$ cat src/rtl/mbgd_pkg.sv
// Shared FSM state type and width helpers for the MBGD batch controller.
package mbgd_pkg;

  typedef enum logic [1:0] {
    ST_IDLE   = 2'd0,
    ST_ACCUM  = 2'd1,
    ST_DRAIN  = 2'd2,
    ST_OUTPUT = 2'd3
  } state_t;

  function automatic int sum_w(input int dw, input int n_bit);
    return 2 * dw + n_bit;
  endfunction

  function automatic int acc_w(input int dw, input int n_bit, input int batch_log2);
    return sum_w(dw, n_bit) + batch_log2;
  endfunction

endpackage

$ cat src/rtl/mbgd_batch_acc.sv
// Batch accumulator: adds the adder's row sum one cycle after each accepted row and
// latches the truncated batch mean on request; clear overrides every other control.
module mbgd_batch_acc
  import mbgd_pkg::*;
#(
  parameter int  DW         = 8,
  parameter int  N_bit      = 3,
  parameter int  BATCH_LOG2 = 2,
  localparam int SUM_W      = sum_w(DW, N_bit),
  localparam int ACC_W      = acc_w(DW, N_bit, BATCH_LOG2)
) (
  input  logic             i_clk,
  input  logic             i_clear,
  input  logic             i_add,
  input  logic             i_acc_clr,
  input  logic             i_latch,
  input  logic [SUM_W-1:0] i_sum,
  output logic [SUM_W-1:0] o_grad
);

  logic             r_pend;
  logic [ACC_W-1:0] r_acc;
  logic [SUM_W-1:0] r_grad;
  logic [ACC_W-1:0] w_acc_next;

  // The adder's sum lags its enable by one cycle, so pend delays the add to match.
  assign w_acc_next = r_pend ? (r_acc + ACC_W'(i_sum)) : r_acc;

  always_ff @(posedge i_clk) begin
    if (i_clear) begin
      r_pend <= 1'b0;
      r_acc  <= '0;
      r_grad <= '0;
    end else begin
      r_pend <= i_add;
      r_acc  <= i_acc_clr ? '0 : w_acc_next;
      if (i_latch) begin
        r_grad <= w_acc_next[ACC_W-1:BATCH_LOG2];
      end
    end
  end

  assign o_grad = r_grad;

endmodule

$ cat src/rtl/mbgd_batch_ctrl.sv
// Sequences the MBGD row adder across one mini-batch and emits the batch mean.
// out_valid rises 2 cycles after the last row; in_ready stays low until the result is taken.
module mbgd_batch_ctrl
  import mbgd_pkg::*;
#(
  parameter int  N          = 8,
  parameter int  N_bit      = 3,
  parameter int  DW         = 8,
  parameter int  BATCH_LOG2 = 2,
  localparam int GROW_W     = (N_bit >= $clog2(N)) ? N_bit : $clog2(N),
  localparam int SUM_W      = sum_w(DW, GROW_W),
  localparam int CNT_W      = BATCH_LOG2 + 1
) (
  input  logic             i_clk,
  input  logic             i_reset,
  input  logic             i_abort,
  input  logic             i_in_valid,
  output logic             o_in_ready,
  output logic             o_add_enable,
  output logic             o_add_reset,
  input  logic [SUM_W-1:0] i_add_sum,
  output logic             o_out_valid,
  input  logic             i_out_ready,
  output logic [SUM_W-1:0] o_out_grad,
  output logic             o_busy
);

  localparam logic [CNT_W-1:0] BATCH = CNT_W'(1) << BATCH_LOG2;

  state_t           r_state;
  logic [CNT_W-1:0] r_cnt;
  logic             r_out_valid;

  logic             w_clr;
  logic             w_hs;
  logic             w_out_hs;
  logic             w_latch;
  logic [CNT_W-1:0] w_cnt_inc;

  assign w_clr        = i_reset | i_abort;
  assign o_in_ready   = ~w_clr & ((r_state == ST_IDLE) | (r_state == ST_ACCUM));
  assign w_hs         = i_in_valid & o_in_ready;
  assign o_add_enable = w_hs;
  assign o_add_reset  = w_clr;
  assign w_out_hs     = r_out_valid & i_out_ready;
  assign w_cnt_inc    = r_cnt + CNT_W'(1);
  assign w_latch      = (r_state == ST_DRAIN);
  assign o_out_valid  = r_out_valid;
  assign o_busy       = (r_state != ST_IDLE);

  // IDLE holds cnt at zero, so it shares the accept path with ACCUM.
  always_ff @(posedge i_clk) begin
    if (w_clr) begin
      r_state     <= ST_IDLE;
      r_cnt       <= '0;
      r_out_valid <= 1'b0;
    end else begin
      case (r_state)
        ST_IDLE, ST_ACCUM: begin
          if (w_hs) begin
            r_cnt   <= w_cnt_inc;
            r_state <= (w_cnt_inc == BATCH) ? ST_DRAIN : ST_ACCUM;
          end
        end
        ST_DRAIN: begin
          r_out_valid <= 1'b1;
          r_state     <= ST_OUTPUT;
        end
        ST_OUTPUT: begin
          if (w_out_hs) begin
            r_out_valid <= 1'b0;
            r_cnt       <= '0;
            r_state     <= ST_IDLE;
          end
        end
        default: r_state <= ST_IDLE;
      endcase
    end
  end

  mbgd_batch_acc #(
    .DW         (DW),
    .N_bit      (GROW_W),
    .BATCH_LOG2 (BATCH_LOG2)
  ) u_acc (
    .i_clk     (i_clk),
    .i_clear   (w_clr),
    .i_add     (w_hs),
    .i_acc_clr (w_out_hs),
    .i_latch   (w_latch),
    .i_sum     (i_add_sum),
    .o_grad    (o_out_grad)
  );

endmodule
$ cat config.mk
export PLATFORM = sky130hd
export DESIGN_NAME = mbgd_batch_ctrl
export DESIGN_NICKNAME = d
export VERILOG_FILES = /design/src/rtl/mbgd_pkg.sv /design/src/rtl/mbgd_batch_acc.sv /design/src/rtl/mbgd_batch_ctrl.sv
export SDC_FILE = /design/constraint.sdc
export NUM_CORES = 1
export LEC_CHECK = 0
export ABC_AREA = 0
export ABC_CLOCK_PERIOD_IN_PS = 3200
export CORE_AREA = 4 4 134 72
export DETAILED_ROUTE_END_ITERATION = 10
export DIE_AREA = 0 0 138 76
export GPL_ROUTABILITY_DRIVEN = 0
export SKIP_LAST_GASP = 1
export SYNTH_ARGS = -nofsm -noshare
export SYNTH_HDL_FRONTEND = slang
export SYNTH_SLANG_ARGS = --single-unit
export TNS_END_PERCENT = 10
$ cat constraint.sdc
create_clock -name i_clk -period 3.2 [get_ports i_clk]
set_clock_uncertainty 0.15 [all_clocks]
set_input_delay 0.32 -clock i_clk [delete_from_list [all_inputs] [get_ports i_clk]]
set_output_delay 0.32 -clock i_clk [all_outputs]
set_load 0.03 [all_outputs]
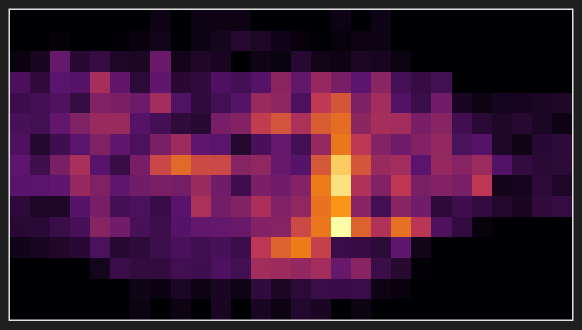
Figure 1: signal metal coverage by tile.
28 x 15 tiles, from black (low) to pale yellow (high), scaled to the fullest tile. Values are wire area over tile area, all layers added.
nearly empty tiles = 27%
emptiest ninth of the die = top right
densest ninth of the die = middle
mean over tiles = 0.14
fullest tile = 0.75
tiles over half the peak = 6.2%

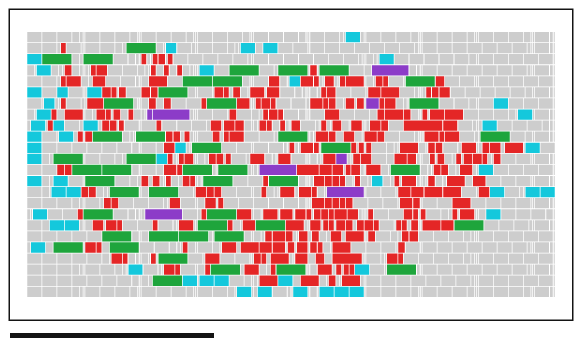
Figure 2: placement by cell class.
Scale bar: 50 um. Fill, decap, tap and diode cells in gray.
red -> all other logic  # cells 287, share of their area 54%
purple -> clock drivers and dummy loads  # cells 8, share of their area 4.2%
green -> flip-flops  # cells 47, share of their area 27%
cyan -> other buffers and delay cells  # cells 53, share of their area 15%

==> results.py <==
# Metrics from the implementation run
metrics = {
    "route": {
        "dr.pass1.iters": 5,
        "wl_um": 8710,
        "wl_met1_um": 4910,
    },
    "timing": {
        "finalSetupViolCount": 0,
        "tightestPinTransition_ns": 0.538,
    },
    "power": {
        "p_switching_mw": 0.369,
        "p_int_mw": 0.967,
        "seq_power_mw": 0.597,
    },
    "finish": {
        "n_all_inverters": 10,
        "fin_area_sq_um": 3590,
        "comb_share": 0.505,
        "fillers": 853,
        "final_cells": 512,
        "n_all_buffers": 53,
    },
    "critical_path": {
        "cp-endpoint": "u_acc.o_grad[16]",
        "worstPathCellList": "clkdlybuf4s50_1 > ha_1 > a21oi_1 > o21ai_0 > nor3b_1 > a211oi_1 > mux2i_1 > nor2_1 > a21oi_1",
        "startpoint": "i_add_sum[9]",
        "r2r_slack_ns": 0.69,
        "required_ns": 3.23,
    },
    "clocking": {
        "cts_hold_buf": 0,
        "insertion_delay_ns": 0.30,
    },
    "synthesis": {
        "ys_seq_frac": 0.327,
        "synthTopLogicFamily": "AND-OR/OR-AND gates",
        "yosysMostFrequentCell": "nor2_1",
        "synth.largest_area_cell": "dfxtp_1",
        "edf_count": 0,
        "yosys-mux-area-fraction": 0.0627,
        "ys_cells": 355,
    },
    "place": {
        "dpl_cell_area_sq_um": 3450,
    },
    "global_route": {
        "overflow": 0,
    },
    "min_path": {
        "hp-class": "reg -> reg",
        "holdCritStartpoint": "u_acc.o_grad[10]",
    },
    "die": {
        "rows": 24,
        "die-area_sq_um": 10500,
    },
    "flow_run": {
        "warning_count": 26,
    },
    "run_status": {
        "status": "finished, final reports clean",
    },
}
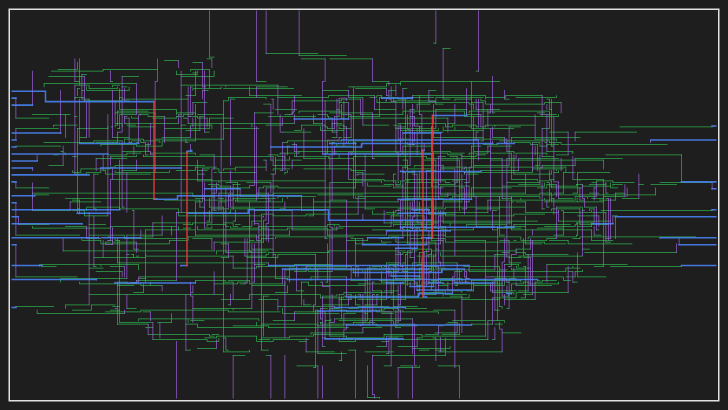
Figure 3: routed metal, one color a layer.
blue -> met3  # wire length 879 um
green -> met1  # wire length 4910 um
red -> met4  # wire length 93.5 um
purple -> met2  # wire length 2830 um
per-cell routed wire length: 17.0 um
gr usage total: 0.166

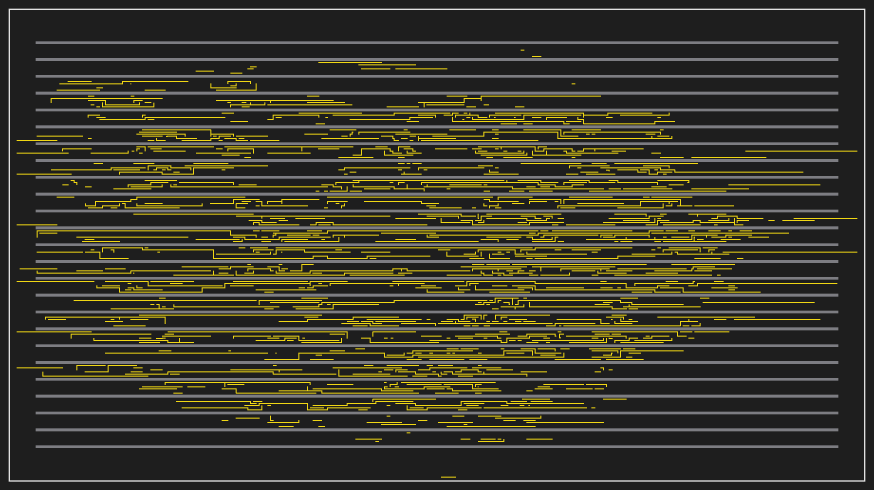
Figure 4: M1 wires.
Supply wires on this layer in gray.
longest straight run = 41.4 um
main direction = horizontal
share of all routed wire = 56%
wire length on this layer = 4910 um
nets with wire on the layer = 408

Power figures rest on the tool's default switching activity, not on a simulated workload.
